==> config.mk <==
export PLATFORM = sky130hd
export DESIGN_NAME = reg_alu_16
export DESIGN_NICKNAME = d
export VERILOG_FILES = /design/src/rtl/reg_alu_16.sv
export SDC_FILE = /design/constraint.sdc
export NUM_CORES = 1
export LEC_CHECK = 0
export CAP_MARGIN = 20
export CORE_AREA = 2 2 141 129
export DETAILED_ROUTE_END_ITERATION = 12
export DIE_AREA = 0 0 143 131
export PLACE_DENSITY_LB_ADDON = 0.1
export SETUP_SLACK_MARGIN = 0.2
export SLEW_MARGIN = 20
export SYNTH_ARGS = -nofsm -noshare
export SYNTH_HDL_FRONTEND = slang
export SYNTH_SLANG_ARGS = --single-unit
export TNS_END_PERCENT = 20
==> constraint.sdc <==
create_clock -name clk -period 6.05 [get_ports clk]
set_input_delay 1.5125 -clock clk [delete_from_list [all_inputs] [get_ports clk]]
set_output_delay 1.5125 -clock clk [all_outputs]
set_load 0.02 [all_outputs]
Run 1, wire density map:
Scale bar: 50 um. The die is cut into 29 by 26 equal tiles; dark blue is low, red is high, scaled to the fullest tile. Values are wire area over tile area, all layers added.
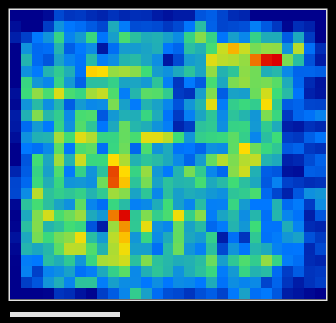
19% of the tiles are over half the peak. The mean over all tiles is 0.26. The fullest tile reaches 0.76. 4.8% of the tiles are nearly empty.
Total GRT Usage: 0.326
final WL: 29500 um

Run 1, zoomed window:
Scale bar: 20 um. Region (46, 67) to (96, 117) um. Cells in grey, sequential cells in the stronger grey; small squares are vias.
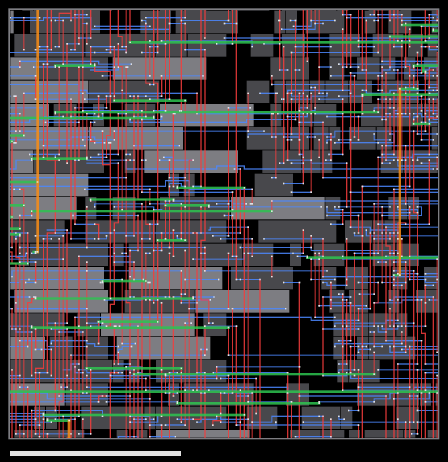
Key: metal 1 = blue; metal 3 = green; metal 2 = red; metal 4 = orange
Sequential cells in the window: 16. Most frequent: nor2_1 (20), buf_4 (20), mux4_2 (17). 143 logic cells have their middle in the window.

Run 1, signal wires on met1:
Scale bar: 50 um.
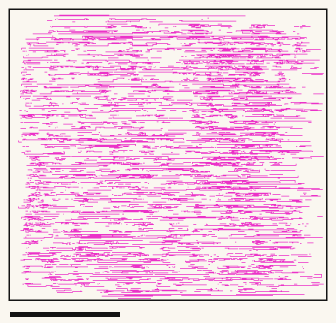
The wires run mostly horizontal. The longest straight run is 86.5 um. 1020 nets have wire on it. The layer carries 12000 um of wire.
Vias: 7796
met1 Resource Use GR: 0.446

==> summary.txt, run 1 <==
Status = complete, but fails checks
Failing checks = setup timing
Pwr top = combinational logic
Clock power share = 0.310
Met3 WL = 2600 um
Placer Congestion = 0.936
CP arrival = 4.57 ns
PD cells = 258 nW/um^2
M1 WL = 12000 um
Hold-fix buffers, CTS = 0
Leading area contributor after synthesis = edfxtp_1
Highest Signal Layer = met4
Sw Ratio = 0.312
CTS Sinks = 128
Most numerous logic cell after layout = buf_4
Hold Worst Slack = 1.34 ns
CORE AREA = 17300 sq um
R2r setup slk = 1.75 ns
Rows = 46
Number of OpenROAD warnings = 61
Post-synthesis cell count = 812
Max Freq = 165 MHz
Worst Path Class, Setup = primary input to output port
Top area contributor share = 0.421
P_seq = 1040 uW
Clock Tree Buf Depth = 2
Sequential share of power = 0.333
Post CTS Setup Buffer Count = 7
Hold depth = 8
Cell count in the Yosys report = 812
1st-iter DRT viols = 914
Crit path depth = 15
Post-synth top cells = nor2_1 (156), edfxtp_1 (128), mux4_2 (68)
Non-CTS buffers = 252
Comb power = 1120 uW
Clock skew = 0.0134 ns
Largest cell class = logic gates
P_int = 2150 uW
Core Util, Final = 0.701
# fillers = 1248
CP max FO = 9
Fin. max-slew vios = 0
Largest delay contributor family on the critical path = buffers and inverters
Resized cells post-CTS = 30
Post-route ant nets = 0
Synth async-reset ratio = 0
Vias per cell = 6.07
Max reg flops = 128
Worst setup margin = -0.0281 ns
Mapped cell area = 9140 sq um
Total die size = 18700 sq um
Comb area share = 0.415
Place WS = -0.777 ns
Die Y-Extent = 131 um
Endpoints failing setup = 1
# Taps = 240
Non-filler cells, final = 1284
CTS tree = yes
Num CTS Buffers = 17
Slowest CP cell = mux4_2
Wire per inst = 23.0 um
CP endpoint kind = output port
Power consumption = 3130 uW
Gr busiest metal = met2
P_sw = 976 uW
Post-detailed-placement half-perimeter wirelength = 21000 um
Share of cells above drive strength 1 = 0.322
Register area share after synthesis = 0.421
Avg Inst Size Synth = 11.3 sq um
GRT Residual Overflow = 0
## Run 2: what changed since run 1
CTS_CLUSTER_DIAMETER = 100   (was not set)
RECOVER_POWER = 100   (was not set)
Run 2, zoomed window:
Scale bar: 20 um. Region (46, 67) to (96, 117) um. Cells in grey, sequential cells in the stronger grey; small squares are vias.
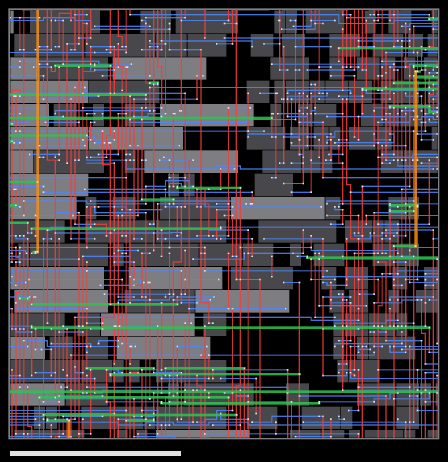
Key: metal 4 = orange; metal 1 = blue; metal 2 = red; metal 3 = green
143 logic cells have their middle in the window. Sequential cells in the window: 16. Most frequent: nor2_1 (20), buf_4 (20), mux4_2 (17).

==> run 2 against run 1 <==
The run still ends with setup timing left. First-iteration DRC count grew 4.6%. Sequential share of layout area grew 0.059 points. Clock skew shrank 0.0019 ns.
==> summary.txt, run 2 <==
Status = complete, but fails checks
Failing checks = setup timing
Hold-fix buffers, CTS = 0 (unchanged)
M1 WL = 12300 um (+2.2%)
Leading area contributor after synthesis = edfxtp_1
P_int = 2150 uW (about the same)
Worst setup margin = -0.0196 ns (+0.00844 ns)
Clock skew = 0.0114 ns (-0.00194 ns)
Highest Signal Layer = met4
Slowest CP cell = mux4_2
Total GRT Usage = 0.326 (unchanged)
Post-detailed-placement half-perimeter wirelength = 21000 um (unchanged)
Comb area share = 0.416 (+0.000771)
Place WS = -0.777 ns (unchanged)
Total die size = 18700 sq um (unchanged)
Fin. max-slew vios = 0 (unchanged)
Clock power share = 0.310 (about the same)
Avg Inst Size Synth = 11.3 sq um (unchanged)
Hold depth = 8 (unchanged)
Cell count in the Yosys report = 812 (unchanged)
CP endpoint kind = output port
P_seq = 1040 uW (about the same)
Largest cell class = logic gates
Endpoints failing setup = 1 (unchanged)
CORE AREA = 17300 sq um (unchanged)
Pwr top = combinational logic
CP max FO = 5 (-4)
Core Util, Final = 0.699 (-0.00130)
Post-synth top cells = nor2_1 (156), edfxtp_1 (128), mux4_2 (68)
# Taps = 240 (unchanged)
Gr busiest metal = met2
Met1 Resource Use GR = 0.446 (unchanged)
Top area contributor share = 0.421 (unchanged)
Post-synthesis cell count = 812 (unchanged)
Largest delay contributor family on the critical path = AND-OR/OR-AND gates
Run 2, signal wires on met1:
Scale bar: 50 um.
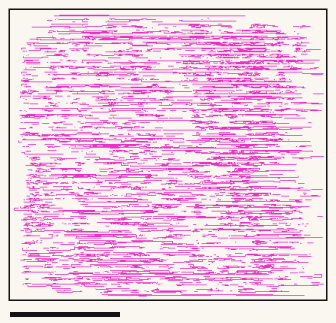
The layer holds 42% of the routed length. The longest straight run is 86.5 um.
Vias: 7800
final WL: 29600 um

Power and IR drop assume default switching activity.
